## src/rtl/spi_flash_reader_if.sv

```systemverilog
// Bundles the flash-reader control, FIFO-push and SPI pins into one port.
// Latency: none; this is a bundle of wires only.
// Backpressure: space_available from the FIFO gates each byte push.
// Signals:
//   start/addr/len/busy/done : transaction request and status
//   space_available/write_data/write_strobe : byte FIFO write side
//   spi_cs_n/spi_sck/spi_mosi/spi_miso : serial flash pins
// Modports: slave = the reader block, master = its environment.
interface spi_flash_reader_if;
    logic        start;
    logic [23:0] addr;
    logic [15:0] len;
    logic        busy;
    logic        done;
    logic        space_available;
    logic [7:0]  write_data;
    logic        write_strobe;
    logic        spi_cs_n;
    logic        spi_sck;
    logic        spi_mosi;
    logic        spi_miso;

    modport slave (
        input  start, addr, len, space_available, spi_miso,
        output busy, done, write_data, write_strobe, spi_cs_n, spi_sck, spi_mosi
    );

    modport master (
        output start, addr, len, space_available, spi_miso,
        input  busy, done, write_data, write_strobe, spi_cs_n, spi_sck, spi_mosi
    );
endinterface

```

## src/rtl/spi_flash_reader.sv

```systemverilog
// Serial-flash READ engine: sends opcode+24-bit address, shifts bytes in, pushes them to a byte FIFO.
// Latency: first write_strobe 1 + 64*HALF (+16*HALF with dummy) + 1 + 16*HALF + 1 clk after accepted start.
// Backpressure: each byte starts only when space_available=1; SCK parks low while waiting.
// Ports: clk, reset (async, active high), bus (spi_flash_reader_if.slave).
// Parameters: HALF = SCK half-period in clk cycles, CS_IDLE = min cs_n high time between transactions.
// Option: define SPI_FLASH_FAST_READ_EN for opcode 0x0B plus 8 dummy SCK cycles.
module spi_flash_reader #(
    parameter int HALF    = 1,
    parameter int CS_IDLE = 4
) (
    input  logic                  clk,
    input  logic                  reset,
    spi_flash_reader_if.slave     bus
);

`ifdef SPI_FLASH_FAST_READ_EN
    localparam logic [7:0] OPCODE = 8'h0B;
`else
    localparam logic [7:0] OPCODE = 8'h03;
`endif

    typedef enum logic [2:0] {
        S_IDLE, S_CMD, S_DUMMY, S_WAIT, S_DATA, S_PUSH, S_END, S_HOLD
    } state_t;

    state_t      state_q;
    logic [31:0] sh_q;       // outgoing {opcode, addr}, MSB first
    logic [15:0] cnt_q;      // bytes still to push
    logic [15:0] div_q;      // clk cycles within the current SCK half-period
    logic [4:0]  bit_q;      // SCK cycles completed in the current phase
    logic [15:0] hold_q;
    logic [7:0]  rx_q;
    logic [7:0]  wdata_q;
    logic        wstrb_q;
    logic        busy_q;
    logic        done_q;
    logic        cs_n_q;
    logic        sck_q;
    logic        mosi_q;
    logic        tick;

    // Last clk of a half-period: the edge that toggles SCK.
    assign tick = (div_q == 16'(HALF - 1));

    assign bus.busy         = busy_q;
    assign bus.done         = done_q;
    assign bus.write_data   = wdata_q;
    assign bus.write_strobe = wstrb_q;
    assign bus.spi_cs_n     = cs_n_q;
    assign bus.spi_sck      = sck_q;
    assign bus.spi_mosi     = mosi_q;

    always_ff @(posedge clk or posedge reset) begin
        if (reset) begin
            state_q <= S_IDLE;
            sh_q    <= '0;
            cnt_q   <= '0;
            div_q   <= '0;
            bit_q   <= '0;
            hold_q  <= '0;
            rx_q    <= '0;
            wdata_q <= '0;
            wstrb_q <= 1'b0;
            busy_q  <= 1'b0;
            done_q  <= 1'b0;
            cs_n_q  <= 1'b1;
            sck_q   <= 1'b0;
            mosi_q  <= 1'b0;
        end else begin
            wstrb_q <= 1'b0;
            done_q  <= 1'b0;
            case (state_q)
                S_IDLE: begin
                    // A zero-length request is dropped without touching the bus.
                    if (bus.start && (bus.len != 16'd0)) begin
                        sh_q    <= {OPCODE, bus.addr};
                        cnt_q   <= bus.len;
                        busy_q  <= 1'b1;
                        cs_n_q  <= 1'b0;
                        mosi_q  <= OPCODE[7];
                        div_q   <= '0;
                        bit_q   <= '0;
                        state_q <= S_CMD;
                    end
                end
                S_CMD: begin
                    if (tick) begin
                        div_q <= '0;
                        if (!sck_q) begin
                            sck_q <= 1'b1;
                        end else begin
                            // Falling edge: present the next command bit.
                            sck_q <= 1'b0;
                            if (bit_q == 5'd31) begin
                                bit_q  <= '0;
                                mosi_q <= 1'b0;
`ifdef SPI_FLASH_FAST_READ_EN
                                state_q <= S_DUMMY;
`else
                                state_q <= S_WAIT;
`endif
                            end else begin
                                bit_q  <= bit_q + 5'd1;
                                sh_q   <= sh_q << 1;
                                mosi_q <= sh_q[30];
                            end
                        end
                    end else begin
                        div_q <= div_q + 16'd1;
                    end
                end
`ifdef SPI_FLASH_FAST_READ_EN
                S_DUMMY: begin
                    // Eight idle SCK cycles; miso is not sampled here.
                    if (tick) begin
                        div_q <= '0;
                        if (!sck_q) begin
                            sck_q <= 1'b1;
                        end else begin
                            sck_q <= 1'b0;
                            if (bit_q == 5'd7) begin
                                bit_q   <= '0;
                                state_q <= S_WAIT;
                            end else begin
                                bit_q <= bit_q + 5'd1;
                            end
                        end
                    end else begin
                        div_q <= div_q + 16'd1;
                    end
                end
`endif
                S_WAIT: begin
                    if (bus.space_available) begin
                        div_q   <= '0;
                        bit_q   <= '0;
                        state_q <= S_DATA;
                    end
                end
                S_DATA: begin
                    if (tick) begin
                        div_q <= '0;
                        if (!sck_q) begin
                            // Mode 0: sample on the rising edge.
                            sck_q <= 1'b1;
                            rx_q  <= {rx_q[6:0], bus.spi_miso};
                        end else begin
                            sck_q <= 1'b0;
                            if (bit_q == 5'd7) begin
                                state_q <= S_PUSH;
                            end else begin
                                bit_q <= bit_q + 5'd1;
                            end
                        end
                    end else begin
                        div_q <= div_q + 16'd1;
                    end
                end
                S_PUSH: begin
                    wstrb_q <= 1'b1;
                    wdata_q <= rx_q;
                    cnt_q   <= cnt_q - 16'd1;
                    state_q <= (cnt_q == 16'd1) ? S_END : S_WAIT;
                end
                S_END: begin
                    cs_n_q  <= 1'b1;
                    done_q  <= 1'b1;
                    hold_q  <= '0;
                    state_q <= S_HOLD;
                end
                S_HOLD: begin
                    // busy stays high so no new start can shorten the cs_n gap.
                    if (hold_q == 16'(CS_IDLE - 1)) begin
                        busy_q  <= 1'b0;
                        state_q <= S_IDLE;
                    end else begin
                        hold_q <= hold_q + 16'd1;
                    end
                end
                default: state_q <= S_IDLE;
            endcase
        end
    end

endmodule

```

## src/flat_wrapper.sv

```systemverilog
// flat-port wrapper written by rule: the top's interface ports become plain ports
module spi_flash_reader_flat 
#(
    parameter int HALF    = 1,
    parameter int CS_IDLE = 4
)
  (clk, reset, bus_start, bus_addr, bus_len, bus_space_available, bus_spi_miso, bus_busy, bus_done, bus_write_data, bus_write_strobe, bus_spi_cs_n, bus_spi_sck, bus_spi_mosi);
  spi_flash_reader_if bus_i ();
  input  logic clk;
  input  logic reset;
  input wire logic [$bits(bus_i.start)-1:0] bus_start;
  input wire logic [$bits(bus_i.addr)-1:0] bus_addr;
  input wire logic [$bits(bus_i.len)-1:0] bus_len;
  input wire logic [$bits(bus_i.space_available)-1:0] bus_space_available;
  input wire logic [$bits(bus_i.spi_miso)-1:0] bus_spi_miso;
  output wire logic [$bits(bus_i.busy)-1:0] bus_busy;
  output wire logic [$bits(bus_i.done)-1:0] bus_done;
  output wire logic [$bits(bus_i.write_data)-1:0] bus_write_data;
  output wire logic [$bits(bus_i.write_strobe)-1:0] bus_write_strobe;
  output wire logic [$bits(bus_i.spi_cs_n)-1:0] bus_spi_cs_n;
  output wire logic [$bits(bus_i.spi_sck)-1:0] bus_spi_sck;
  output wire logic [$bits(bus_i.spi_mosi)-1:0] bus_spi_mosi;
  assign bus_i.start = bus_start;
  assign bus_i.addr = bus_addr;
  assign bus_i.len = bus_len;
  assign bus_i.space_available = bus_space_available;
  assign bus_i.spi_miso = bus_spi_miso;
  assign bus_busy = bus_i.busy;
  assign bus_done = bus_i.done;
  assign bus_write_data = bus_i.write_data;
  assign bus_write_strobe = bus_i.write_strobe;
  assign bus_spi_cs_n = bus_i.spi_cs_n;
  assign bus_spi_sck = bus_i.spi_sck;
  assign bus_spi_mosi = bus_i.spi_mosi;
  spi_flash_reader #(.HALF(HALF), .CS_IDLE(CS_IDLE)) u_core (.clk(clk), .reset(reset), .bus(bus_i));
endmodule
```

## config.mk

```make
export PLATFORM = sky130hd
export DESIGN_NAME = spi_flash_reader_flat
export DESIGN_NICKNAME = d
export VERILOG_FILES = /design/src/rtl/spi_flash_reader_if.sv /design/src/rtl/spi_flash_reader.sv /design/src/flat_wrapper.sv
export SDC_FILE = /design/constraint.sdc
export NUM_CORES = 1
export LEC_CHECK = 0
export CAP_MARGIN = 20
export CORE_MARGIN = 2
export CORE_UTILIZATION = 34
export CTS_CLUSTER_SIZE = 14
export DETAILED_ROUTE_END_ITERATION = 16
export PLACE_DENSITY_LB_ADDON = 0.05
export SLEW_MARGIN = 20
export SYNTH_ARGS = -nofsm -noshare
export SYNTH_HDL_FRONTEND = slang
export SYNTH_SLANG_ARGS = --single-unit
```

## constraint.sdc

```tcl
create_clock -name clk -period 4.1 [get_ports clk]
set_input_delay 0.82 -clock clk [delete_from_list [all_inputs] [get_ports clk]]
set_output_delay 0.82 -clock clk [all_outputs]
set_load 0.1 [all_outputs]
```

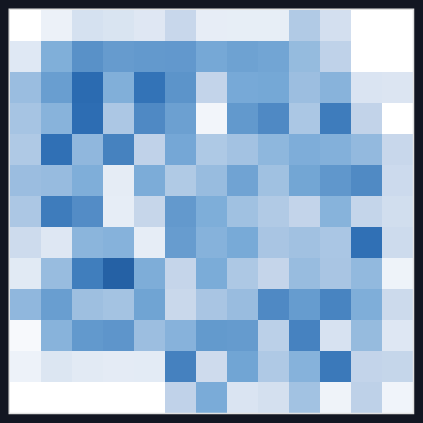
(images/util_map.png)
(3 px per um) The die is cut into 13 by 13 equal tiles; white is low, dark blue is high, 0 to 100% covered.
6.5% of the tiles are nearly empty. 1.8% of the tiles are over 75% full. The mean over all tiles is 37%.
utilization after layout: 0.413
area of the core: 0.0166 mm^2
initial core utilization: 0.348

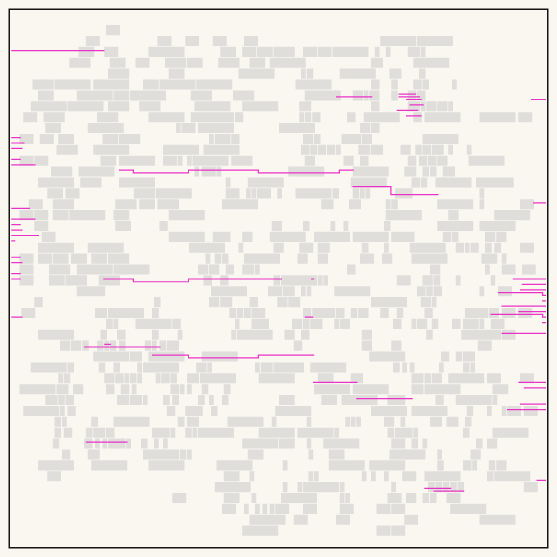
(images/m3.png)
(4 px per um) Cells faint in the background.
47 nets have wire on it. The layer carries 460 um of wire. The layer holds 3.5% of the routed length.
total via count in the routed design: 4,328
total wire length: 13,100 um
met3 capacity usage during global routing: 0.0370

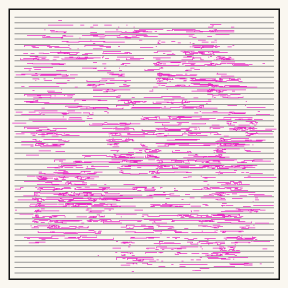
(images/m1.png)
(2 px per um) Supply wires on this layer in gray.
The wires run mostly horizontal. The longest straight run is 44.6 um. 590 nets have wire on it. The layer holds 50% of the routed length.

==> Changelog: implementation <==
### Changed

* R2R depth at 6
* Hold Path Depth at 2
* Yosys cell types at 67
* Pin count of the biggest net entering global routing at 65
* Die y size at 134 um
* Proportion of cell area occupied by registers at 0.398
* R2R Path End: u_core.cnt_q[14]
* Largest register by flop count: u_core.sh_q
* Post-layout instance count excluding filler cells at 825
* Flip-flop count of the largest register, all copies and words added at 31
* Critical Path, Cell by Cell: clkdlybuf4s50_1 -> or4_4 -> o41ai_2 -> nor2_1 -> o21a_2 -> mux2_4
* # clk buffers at 10
* Drt via density at 5.25
* Power density over the cells at 423 mW/mm^2
* Number of core rows at 47
* Register clock-pin slew on the reported worst setup and hold paths at 0.08 ns
* First-pass GRT wire length at 22,600 um
* Hold buffers post-CTS at 0
* WL met3 at 460 um
* CP delay by family, top: AND-OR/OR-AND gates
* Count of inserted antenna diode cells at 0
* Ports at 59
* Dominant class by area: logic gates
* Number of clock sinks seen by CTS at 109
* H-tree depth at 3
* Result of the run: completed
* Metal2 WL at 6000 um
* Number of gates resized after cts at 0
* Crit Path Category: input port to flip-flop
* Depth of the critical timing path with buffers and inverters included at 6
* Most frequent logic cell in the layout: sky130_fd_sc_hd__dfrtp_1
* Setup tns final at 0 ns
* Logic share of the area at 0.414
* X dimension of the die at 134 um
* Layout cell share with drive strength beyond 1 at 0.157
* Mapped Nets at 604
* Combinational Area at 0.00284 mm^2
==> per-stage QoR <==
stage / hold WS (ns) / instance area, um^2
after floorplan: 0.435 / 5770
after global placement: 0.452 / 6540
after detailed placement: 0.455 / 6540
after CTS: 0.465 / 6840
after global routing: 0.495 / 6850
final: 0.458 / 6850
==> kinds of logic after synthesis <==
| group | Yosys count | share of synthesized area |
|---|---|---|
| AND-OR/OR-AND | 91 | 0.113 |
| XOR/XNOR | 11 | 0.0167 |
| adder cells (fa/ha/maj) | 7 | 0.0152 |
| buffers and inverters | 45 | 0.0367 |
| flip-flops | 109 | 0.473 |
| multiplexers | 65 | 0.141 |
| AND/OR/NAND/NOR | 224 | 0.203 |
Power and IR drop assume default switching activity.
